[config.mk]
export PLATFORM = sky130hd
export DESIGN_NAME = nibble_serial_adder_ctrl_flat
export DESIGN_NICKNAME = d
export VERILOG_FILES = /design/src/rtl/nibble_serial_adder_ctrl_if.sv /design/src/rtl/nibble_serial_adder_ctrl.sv /design/src/flat_wrapper.sv
export SDC_FILE = /design/constraint.sdc
export NUM_CORES = 1
export LEC_CHECK = 0
export CAP_MARGIN = 20
export CORE_MARGIN = 8
export CORE_UTILIZATION = 25
export DETAILED_ROUTE_END_ITERATION = 6
export PLACE_DENSITY = 0.42
export SETUP_SLACK_MARGIN = 0.5
export SYNTH_ARGS = -nofsm -noshare
export SYNTH_HDL_FRONTEND = slang
export SYNTH_SLANG_ARGS = --single-unit
export TNS_END_PERCENT = 20
[constraint.sdc]
create_clock -name clk -period 4.6 [get_ports clk]
set_input_delay 1.15 -clock clk [delete_from_list [all_inputs] [get_ports clk]]
set_output_delay 1.15 -clock clk [all_outputs]
set_load 0.005 [all_outputs]
[src/rtl/nibble_serial_adder_ctrl_if.sv]
`default_nettype none
// ============================================================================
// Module   : nibble_serial_adder_ctrl_if
// Brief    : Operand/result handshake bundle for the nibble-serial adder.
//            The master drives operands and out_ready. The slave (adder)
//            drives in_ready, the result and status.
// Revision : 1.0 - initial release
// ============================================================================
interface nibble_serial_adder_ctrl_if #(
  parameter int WIDTH = 16
) ();

  // Operand side
  logic             in_valid;
  logic             in_ready;
  logic [WIDTH-1:0] a;
  logic [WIDTH-1:0] b;
  logic             cin;
  logic             sub;

  // Result side
  logic             out_valid;
  logic             out_ready;
  logic [WIDTH-1:0] sum;
  logic             cout;
  logic             ovf;
  logic             busy;

  modport master (
    output in_valid, a, b, cin, sub, out_ready,
    input  in_ready, out_valid, sum, cout, ovf, busy
  );

  modport slave (
    input  in_valid, a, b, cin, sub, out_ready,
    output in_ready, out_valid, sum, cout, ovf, busy
  );

endinterface
`default_nettype wire

[src/rtl/nibble_serial_adder_ctrl.sv]
`default_nettype none
// ============================================================================
// Module   : nibble_serial_adder_ctrl
// Brief    : Multi-precision add/subtract sequencer around one 4-bit adder
//            slice. It processes one nibble per clock, LSB first, and holds
//            the carry in a register between nibbles.
// Revision : 1.0 - initial release
// ============================================================================
module nibble_serial_adder_ctrl #(
  parameter int WIDTH = 16
) (
  input  logic                       clk,
  input  logic                       rst,
  nibble_serial_adder_ctrl_if.slave  bus
);

  localparam int NIBBLES = WIDTH / 4;
  // The index must hold at least one bit, even when WIDTH == 4.
  localparam int IDX_W   = (NIBBLES > 1) ? $clog2(NIBBLES) : 1;
  localparam logic [IDX_W-1:0] LAST_IDX = IDX_W'(NIBBLES - 1);

  typedef enum logic [1:0] {
    S_IDLE = 2'd0,
    S_RUN  = 2'd1,
    S_DONE = 2'd2
  } state_t;

  state_t state_q, state_d;

  // For subtraction, the captured B is already inverted and the carry is
  // pre-set. The slice therefore only ever adds.
  logic [WIDTH-1:0] a_q,     a_d;
  logic [WIDTH-1:0] b_q,     b_d;
  logic [WIDTH-1:0] sum_q,   sum_d;
  logic             carry_q, carry_d;
  logic             cout_q,  cout_d;
  logic             ovf_q,   ovf_d;
  logic [IDX_W-1:0] idx_q,   idx_d;

  logic [3:0] a_nib;
  logic [3:0] b_nib;
  logic [4:0] slice;
  logic       last_nib;

  // Select the current nibble pair and run the 4-bit full-adder slice.
  assign a_nib    = a_q[{idx_q, 2'b00} +: 4];
  assign b_nib    = b_q[{idx_q, 2'b00} +: 4];
  assign slice    = {1'b0, a_nib} + {1'b0, b_nib} + {4'b0000, carry_q};
  assign last_nib = (idx_q == LAST_IDX);

  // Handshake and status come straight from the state, so an asynchronous
  // reset returns them to their idle values without needing a clock.
  assign bus.in_ready  = (state_q == S_IDLE);
  assign bus.out_valid = (state_q == S_DONE);
  assign bus.busy      = (state_q != S_IDLE);
  assign bus.sum       = sum_q;
  assign bus.cout      = cout_q;
  assign bus.ovf       = ovf_q;

  // Next-state and datapath update; every register holds by default.
  always_comb begin
    state_d = state_q;
    a_d     = a_q;
    b_d     = b_q;
    sum_d   = sum_q;
    carry_d = carry_q;
    cout_d  = cout_q;
    ovf_d   = ovf_q;
    idx_d   = idx_q;

    case (state_q)
      S_IDLE: begin
        // in_ready is high throughout IDLE, so in_valid alone is the accept.
        if (bus.in_valid) begin
          a_d     = bus.a;
          b_d     = bus.sub ? ~bus.b : bus.b;
          carry_d = bus.cin ^ bus.sub;
          idx_d   = '0;
          sum_d   = '0;
          state_d = S_RUN;
        end
      end

      S_RUN: begin
        sum_d[{idx_q, 2'b00} +: 4] = slice[3:0];
        carry_d                    = slice[4];
        idx_d                      = idx_q + IDX_W'(1);
        if (last_nib) begin
          cout_d  = slice[4];
          // Signed overflow: both operands share a sign bit that the result
          // does not have. For subtraction, this uses the inverted B.
          ovf_d   = ( a_q[WIDTH-1] &  b_q[WIDTH-1] & ~slice[3]) |
                    (~a_q[WIDTH-1] & ~b_q[WIDTH-1] &  slice[3]);
          state_d = S_DONE;
        end
      end

      S_DONE: begin
        if (bus.out_ready) begin
          state_d = S_IDLE;
        end
      end

      default: begin
        state_d = S_IDLE;
      end
    endcase
  end

  // State and datapath registers with asynchronous clear.
  always_ff @(posedge clk or posedge rst) begin
    if (rst) begin
      state_q <= S_IDLE;
      a_q     <= '0;
      b_q     <= '0;
      sum_q   <= '0;
      carry_q <= 1'b0;
      cout_q  <= 1'b0;
      ovf_q   <= 1'b0;
      idx_q   <= '0;
    end else begin
      state_q <= state_d;
      a_q     <= a_d;
      b_q     <= b_d;
      sum_q   <= sum_d;
      carry_q <= carry_d;
      cout_q  <= cout_d;
      ovf_q   <= ovf_d;
      idx_q   <= idx_d;
    end
  end

endmodule
`default_nettype wire

[src/flat_wrapper.sv]
// flat-port wrapper written by rule: the top's interface ports become plain ports
module nibble_serial_adder_ctrl_flat 
#(
  parameter int WIDTH = 16
)
  (clk, rst, bus_in_valid, bus_a, bus_b, bus_cin, bus_sub, bus_out_ready, bus_in_ready, bus_out_valid, bus_sum, bus_cout, bus_ovf, bus_busy);
  nibble_serial_adder_ctrl_if #(.WIDTH(WIDTH)) bus_i ();
  input  logic clk;
  input  logic rst;
  input wire logic [$bits(bus_i.in_valid)-1:0] bus_in_valid;
  input wire logic [$bits(bus_i.a)-1:0] bus_a;
  input wire logic [$bits(bus_i.b)-1:0] bus_b;
  input wire logic [$bits(bus_i.cin)-1:0] bus_cin;
  input wire logic [$bits(bus_i.sub)-1:0] bus_sub;
  input wire logic [$bits(bus_i.out_ready)-1:0] bus_out_ready;
  output wire logic [$bits(bus_i.in_ready)-1:0] bus_in_ready;
  output wire logic [$bits(bus_i.out_valid)-1:0] bus_out_valid;
  output wire logic [$bits(bus_i.sum)-1:0] bus_sum;
  output wire logic [$bits(bus_i.cout)-1:0] bus_cout;
  output wire logic [$bits(bus_i.ovf)-1:0] bus_ovf;
  output wire logic [$bits(bus_i.busy)-1:0] bus_busy;
  assign bus_i.in_valid = bus_in_valid;
  assign bus_i.a = bus_a;
  assign bus_i.b = bus_b;
  assign bus_i.cin = bus_cin;
  assign bus_i.sub = bus_sub;
  assign bus_i.out_ready = bus_out_ready;
  assign bus_in_ready = bus_i.in_ready;
  assign bus_out_valid = bus_i.out_valid;
  assign bus_sum = bus_i.sum;
  assign bus_cout = bus_i.cout;
  assign bus_ovf = bus_i.ovf;
  assign bus_busy = bus_i.busy;
  nibble_serial_adder_ctrl #(.WIDTH(WIDTH)) u_core (.clk(clk), .rst(rst), .bus(bus_i));
endmodule
**Run 1: selected gate families**

Drawn at 4 px/µm.
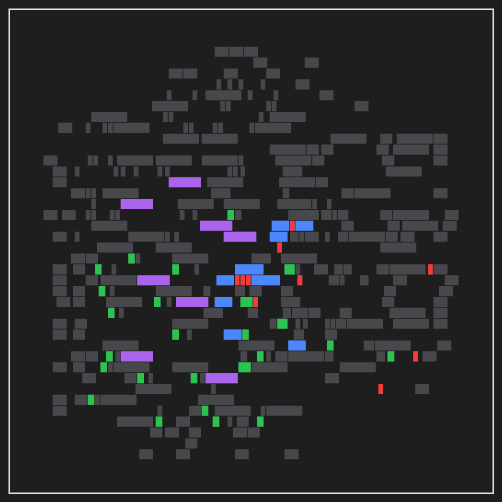
| family | colour | cells | most used |
|---|---|---|---|
| adder and majority cells | blue | 9 | ha_1 |
| inverting AOI/OAI gates | green | 25 | o21ai_0 |
| multiplexers | purple | 8 | mux4_2 |
| inverters | red | 10 | inv_1 |

**Run 1: where the registers sit**

Drawn at 4 px/µm. Other sequential cells in the stronger grey, the rest of the logic in the fainter grey.
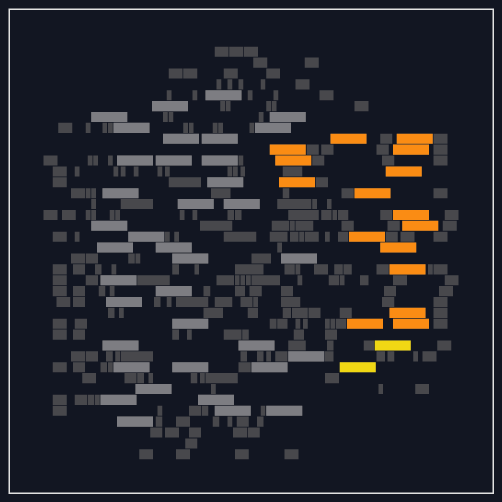
| netlist name | colour | flops |
|---|---|---|
| u_core.bus.sum | orange | 16 |
| u_core.state_q | yellow | 2 |
not coloured: 37

**Run 1: a small window of the routed layout**

Window x 40 to 80, y 64 to 104 µm. Cells in grey, sequential cells in the stronger grey; small squares are vias.
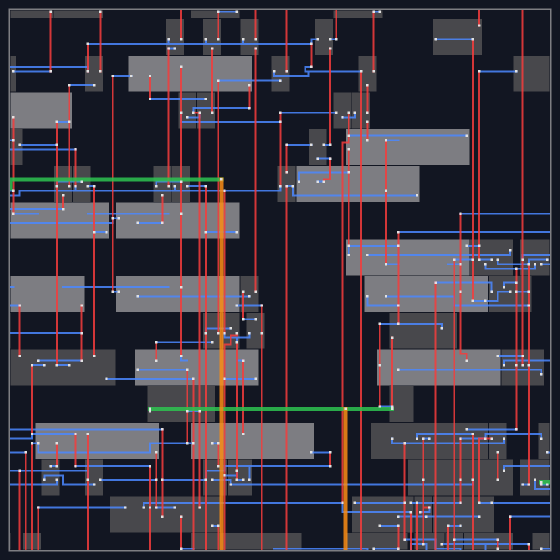
| layer | colour |
|---|---|
| metal 4 | orange |
| metal 3 | green |
| metal 2 | red |
| metal 1 | blue |
netlist names of flops here include: u_core.a_q (10), u_core.bus.sum (3)
sequential cells in the window: 14
most frequent: nand2_1 (26), dfrtp_1 (14), a22o_1 (4)
cells with their middle in the window: 59

==> results_tabular.tex, run 1 <==
% Yosys + OpenROAD metrics
\begin{tabular}{lr}
\hline
Metric & Value \\
\hline
\multicolumn{2}{l}{\textbf{Timing}} \\
Skew final & 10.2 ps \\
Slew Limit Headroom & 40.0\% \\
Fin Hold WS & 483 ps \\
F\_max & 0.341 GHz \\
Period utilization & 63.8\% \\
Transition at the pin with the smallest max-transition slack & 897 ps \\
Final count of pins violating max slew & 0 \\
Hold Vio Cnt, Final & 0 \\
Setup Viol. Count Final & 0 \\
Time the worst path needs with I/O delays and setup & 2930 ps \\
\multicolumn{2}{l}{\textbf{Logic synthesis}} \\
Fraction of the yosys area taken by sequential cells & 50.3\% \\
YS warnings & 0 \\
Fraction of the mapped netlist area in compound gates & 12.5\% \\
Main kind of combinational logic by area & simple AND/OR/NAND/NOR gates \\
Number of standard cells reported by yosys & 255 \\
Count of flip-flops with a built-in enable after synthesis & 0 \\
FFs w/ async S/R, synth & 100\% \\
And+or+nand+nor area frac & 15.6\% \\
Ranking of synthesized cells by instance count & nand2\_1 (75), dfrtp\_1 (55), o21ai\_0 (20) \\
Average cell area after synthesis & 10.7 µm² \\
Number of nets at floorplan & 302 \\
Predominant post-synthesis flop cell & dfrtp\_1 \\
Main area contributors & dfrtp\_1 (50\%), nand2\_1 (10\%), mux4\_2 (6.6\%) \\
Number of synthesized register bits & 55 \\
Cell with the most instances after synthesis & nand2\_1 \\
Unique cell type count in the Yosys netlist & 32 \\
\multicolumn{2}{l}{\textbf{GRT}} \\
Met1 Use GR & 12.0\% \\
Global routing usage on met2 & 16.3\% \\
Number of antenna violations at the first check in global routing & 0 \\
Global route overflow & 0 \\
\multicolumn{2}{l}{\textbf{Finish}} \\
Final std cells w/o fill & 450 \\
Share of layout cells above drive strength 1 & 8.39\% \\
Most used logic cell in the final layout & nand2\_1 \\
Area added between synthesis and finish & 28.5\% \\
Layout multi-input combinational cell count & 177 \\
Post-route cell area & 3510 µm² \\
Fraction of standard cell area that is sequential & 39.2\% \\
Top cells excl fill/tap & nand2\_1 (75), clkdlybuf4s50\_1 (58), dfrtp\_1 (55) \\
Fraction of area in non-clock buffers & 16.9\% \\
Area-dominant cell class after layout & registers \\
Layout clock area frac & 2.49\% \\
Gate Area & 1240 µm² \\
Comb/total area & 35.4\% \\
Count of inverters other than clock inverters in the layout & 10 \\
\multicolumn{2}{l}{\textbf{Clock network}} \\
Clock-pin slew of the registers on the worst-case setup and hold paths & 110 ps \\
Total of cells resized after clock tree synthesis & 0 \\
Maximum level of the CTS H-tree & 2 \\
Number of post-CTS setup repair buffers & 0 \\
Number of hold-repair buffers added at the cts stage & 0 \\
\multicolumn{2}{l}{\textbf{Placed design}} \\
Worst slack at placement & 1630 ps \\
Quantity of I/O buffers inserted on ports & 58 \\
\multicolumn{2}{l}{\textbf{Setup path}} \\
Source of the critical timing path & u\_core.idx\_q[0]\$\_DFFE\_PP0P\_ \\
Critical path endpoint category & flop \\
Top delay family on crit path & flip-flops \\
Arrival time worst endpoint & 3100 ps \\
Category of the critical setup timing path & flop to flop \\
R2R Path Start & u\_core.idx\_q[0]\$\_DFFE\_PP0P\_ \\
Largest fanout on the critical path & 16 \\
Slowest cell on the critical path & dfrtp\_1 \\
\multicolumn{2}{l}{\textbf{Route}} \\
Drt first-iter violations & 70 \\
Routed Antenna Nets & 0 \\
Met1 layer wirelength in the final routing & 3010 µm \\
Detailed-routing iteration count for the pre-antenna-repair pass & 4 \\
Total length of routed wires & 6490 µm \\
Routed met3 length & 367 µm \\
\multicolumn{2}{l}{\textbf{Run}} \\
Number of OpenROAD warnings & 29 \\
Number of maximum-capacitance violations & 0 \\
\multicolumn{2}{l}{\textbf{Floorplan}} \\
Die x size & 121 µm \\
Die Y-Extent & 121 µm \\
Chip area & 14500 µm² \\
Std-Cell Rows & 38 \\
Tapcells inserted & 140 \\
Share of the core filled by cells before placement & 25.5\% \\
Top-Level Pins & 59 \\
\multicolumn{2}{l}{\textbf{Pwr}} \\
Largest vdd supply drop & 0.223 mV \\
Power consumed by combinational cells & 0.00125 W \\
Share of total power in combinational logic & 51.8\% \\
Post-layout total power & 0.00241 W \\
Net switching share of the total power & 42.2\% \\
Cell area power density & 685 nW/µm² \\
Top contributor to total power & combinational cells \\
Seq. pwr & 0.000889 W \\
\multicolumn{2}{l}{\textbf{Worst hold path}} \\
Min-Delay Path Depth & 2 \\
Hold endpoint & u\_core.b\_q[9]\$\_DFFE\_PP0P\_ \\
Hold Startpoint & u\_core.b\_q[9]\$\_DFFE\_PP0P\_ \\
Worst hold path type & flop to flop \\
\multicolumn{2}{l}{\textbf{Run status}} \\
Run status & finished clean \\
\hline
\end{tabular}
**Run 1: track usage over the die**

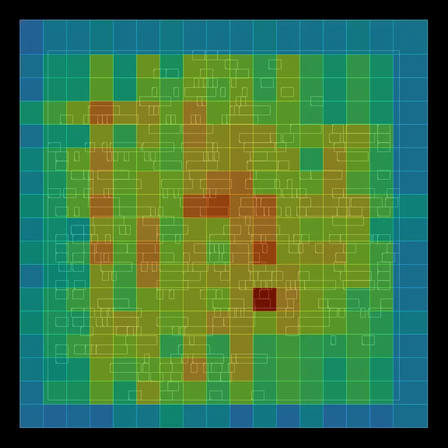

==> inputs of run 2 (changes only) <==
==> constraint.sdc (replaced) <==
create_clock -name clk -period 3.05 [get_ports clk]
set_input_delay 0.7625 -clock clk [delete_from_list [all_inputs] [get_ports clk]]
set_output_delay 0.7625 -clock clk [all_outputs]
set_load 0.005 [all_outputs]
**Run 2: track usage over the die**

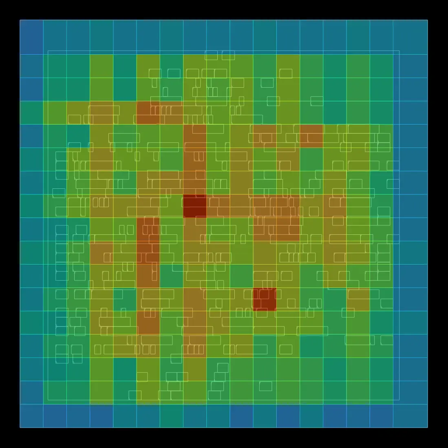
peak-usage layer in the global routing report: met2
GRT Total Usage: 9.40%
global routing usage on met2: 14.9%
final cell utilization of the core: 33.3%

==> results_tabular.tex, run 2 <==
% Yosys + OpenROAD metrics
\begin{tabular}{lr}
\hline
Metric & Value \\
\hline
\multicolumn{2}{l}{\textbf{Pwr}} \\
Cell area power density & 1050 nW/µm² (+53\%) \\
Share of total power in combinational logic & 52.4\% (+0.6 points) \\
Seq. pwr & 0.00131 W (+47\%) \\
Switching component of the power & 0.00153 W \\
Leakage power & 1.60 nW \\
Share of total power in the clock network & 12.7\% \\
Post-layout total power & 0.00375 W (+56\%) \\
Largest vdd supply drop & 0.342 mV (+53\%) \\
Net switching share of the total power & 40.8\% (-1.3 points) \\
Top contributor to total power & combinational cells \\
Pint & 0.00222 W \\
Power consumed by combinational cells & 0.00196 W (+57\%) \\
\multicolumn{2}{l}{\textbf{Setup path}} \\
Source of the critical timing path & u\_core.idx\_q[0]\$\_DFFE\_PP0P\_ \\
Critical path endpoint category & flop \\
Largest fanout on the critical path & 5 (-11) \\
Critical path data required time & 3210 ps \\
Nature of the critical path startpoint & flop \\
Category of the critical setup timing path & flop to flop \\
Critical path, cell by cell & mux4\_2, fa\_1, inv\_1, fa\_1, inv\_1, a21o\_1, a21oi\_1, o221ai\_1 \\
Worst r2r path cells & 8 \\
End of the worst register-to-register path & u\_core.carry\_q\$\_DFFE\_PP0P\_ \\
Top delay family on crit path & adder cells \\
Arrival time worst endpoint & 2520 ps (-580 ps) \\
R2R Path Start & u\_core.idx\_q[0]\$\_DFFE\_PP0P\_ \\
Crit path capture & u\_core.carry\_q\$\_DFFE\_PP0P\_ \\
Critical path's largest stage delay & 540 ps \\
Slowest cell on the critical path & mux4\_2 \\
R2R Setup Slk & 690 ps \\
Critical path buffers and inverters & 2 \\
\multicolumn{2}{l}{\textbf{Route}} \\
Detailed-routing iteration count for the pre-antenna-repair pass & 4 (unchanged) \\
Average vias per placed instance & 4.19 \\
Drt first-iter violations & 71 (+1.4\%) \\
Met1 layer wirelength in the final routing & 3150 µm (+4.8\%) \\
Count of unresolved DRC violations after routing & 0 \\
Total number of vias & 1900 \\
Total met2 wirelength after detailed routing & 2970 µm \\
Per-cell routed wire length & 14.3 µm \\
Total length of routed wires & 6490 µm (unchanged) \\
Routed Antenna Nets & 0 (unchanged) \\
Routed met3 length & 344 µm (-6.3\%) \\
\multicolumn{2}{l}{\textbf{Logic synthesis}} \\
Ranking of synthesized cells by instance count & nand2\_1 (75), dfrtp\_1 (55), o21ai\_0 (20) \\
Fraction of the yosys area taken by sequential cells & 50.3\% (unchanged) \\
Predominant post-synthesis flop cell & dfrtp\_1 \\
Synthesized instance count & 255 \\
Count of flip-flops with a built-in enable after synthesis & 0 (unchanged) \\
And+or+nand+nor area frac & 15.6\% (unchanged) \\
Unique cell type count in the Yosys netlist & 32 (unchanged) \\
Cell with the most instances after synthesis & nand2\_1 \\
Multiplexer share of the synthesized area & 6.59\% \\
Area share of the largest cell type after synthesis & 50.3\% \\
Main area contributors & dfrtp\_1 (50\%), nand2\_1 (10\%), mux4\_2 (6.6\%) \\
FFs w/ async S/R, synth & 100\% (unchanged) \\
YS warnings & 0 (unchanged) \\
Number of synthesized register bits & 55 (unchanged) \\
Number of standard cells reported by yosys & 255 (unchanged) \\
Number of nets at floorplan & 302 (unchanged) \\
Synthesized cell area & 2740 µm² \\
Chip area from the yosys synthesis statistics & 2740 µm² \\
Fraction of the mapped netlist area in compound gates & 12.5\% (unchanged) \\
Main kind of combinational logic by area & simple AND/OR/NAND/NOR gates \\
Average cell area after synthesis & 10.7 µm² (unchanged) \\
XOR/XNOR Fraction of Synth Area & 6.08\% \\
\multicolumn{2}{l}{\textbf{Run}} \\
Number of maximum-capacitance violations & 0 (unchanged) \\
Number of OpenROAD warnings & 29 (unchanged) \\
\multicolumn{2}{l}{\textbf{Floorplan}} \\
Top-Level Pins & 59 (unchanged) \\
Chip area & 14500 µm² (unchanged) \\
Die x size & 121 µm (unchanged) \\
Core area & 10700 µm² \\
Die Y-Extent & 121 µm (unchanged) \\
Std-Cell Rows & 38 (unchanged) \\
Share of the core filled by cells before placement & 25.5\% (unchanged) \\
Tapcells inserted & 140 (unchanged) \\
\multicolumn{2}{l}{\textbf{GRT}} \\
Met1 Use GR & 12.5\% (+0.46 points) \\
Via count of the first global-routing pass & 2119 \\
Maximum number of pins on one net before global-route repair & 56 \\
Met3 usage in global routing & 2.75\% \\
Global-route wire length before repair & 11000 µm \\
Number of antenna violations at the first check in global routing & 0 (unchanged) \\
Global route overflow & 0 (unchanged) \\
\multicolumn{2}{l}{\textbf{Finish}} \\
Layout multi-input combinational cell count & 177 (unchanged) \\
Post-route cell area & 3580 µm² (+1.9\%) \\
Final net count & 361 \\
Count of inverters other than clock inverters in the layout & 10 (unchanged) \\
Final std cells w/o fill & 454 (+0.89\%) \\
Area-dominant cell class after layout & registers \\
Fraction of area in non-clock buffers & 18.0\% (+1.1 points) \\
Comb/total area & 34.7\% (-0.67 points) \\
Layout clock area frac & 2.86\% (+0.37 points) \\
Flop area & 1380 µm² \\
Top cells excl fill/tap & nand2\_1 (75), clkdlybuf4s50\_1 (58), dfrtp\_1 (53) \\
Gate Area & 1240 µm² (unchanged) \\
Share of layout cells above drive strength 1 & 9.87\% (+1.5 points) \\
Layout fillers & 1139 \\
Total of clock buffers placed in the layout & 6 \\
Most used logic cell in the final layout & nand2\_1 \\
Area added between synthesis and finish & 31.0\% \\
Number of antenna cells inserted & 0 \\
Fraction of standard cell area that is sequential & 38.5\% (-0.67 points) \\
Non-clock buffer count & 65 \\
\multicolumn{2}{l}{\textbf{Timing}} \\
Time the worst path needs with I/O delays and setup & 2360 ps (-575 ps) \\
Skew final & 6.88 ps (-3.34 ps) \\
TNS Setup & 0 ps \\
Hold Vio Cnt, Final & 0 (unchanged) \\
F\_max & 0.424 GHz (+24\%) \\
Setup Viol. Count Final & 0 (unchanged) \\
Slew Limit Headroom & 60.0\% (+20 points) \\
Setup repair after global routing missed its margin & no \\
Transition at the pin with the smallest max-transition slack & 595 ps (-301 ps) \\
Final count of pins violating max slew & 0 (unchanged) \\
Least setup slack across all paths after layout & 691 ps \\
Period utilization & 77.3\% (+14 points) \\
Fin Hold WS & 484 ps (+0.716 ps) \\
\multicolumn{2}{l}{\textbf{Clock network}} \\
Maximum level of the CTS H-tree & 2 (unchanged) \\
Total of cells resized after clock tree synthesis & 1 (+1) \\
Clock insertion delay at the later pin of the skew report & 300 ps \\
Number of hold-repair buffers added at the cts stage & 0 (unchanged) \\
TritonCTS clock tree & yes \\
Number of CTS-inserted buffers & 5 \\
CTS sink count & 55 \\
Worst-case clock buffer depth & 2 \\
Number of post-CTS setup repair buffers & 0 (unchanged) \\
Root Driver & clkbuf\_8 \\
Clock-pin slew of the registers on the worst-case setup and hold paths & 100 ps (about the same) \\
\multicolumn{2}{l}{\textbf{Worst hold path}} \\
Min-Delay Path Depth & 2 (unchanged) \\
Worst hold path type & flop to flop \\
Hold endpoint & u\_core.a\_q[14]\$\_DFFE\_PP0P\_ \\
Hold Startpoint & u\_core.a\_q[14]\$\_DFFE\_PP0P\_ \\
\multicolumn{2}{l}{\textbf{Placed design}} \\
Worst slack at placement & 357 ps (-1270 ps) \\
Quantity of I/O buffers inserted on ports & 58 (unchanged) \\
Routability congestion estimate & 0.707 \\
Area after detailed placement & 3450 µm² \\
\multicolumn{2}{l}{\textbf{Run status}} \\
Run status & finished clean \\
\hline
\end{tabular}
Power figures rest on the tool's default switching activity, not on a simulated workload.
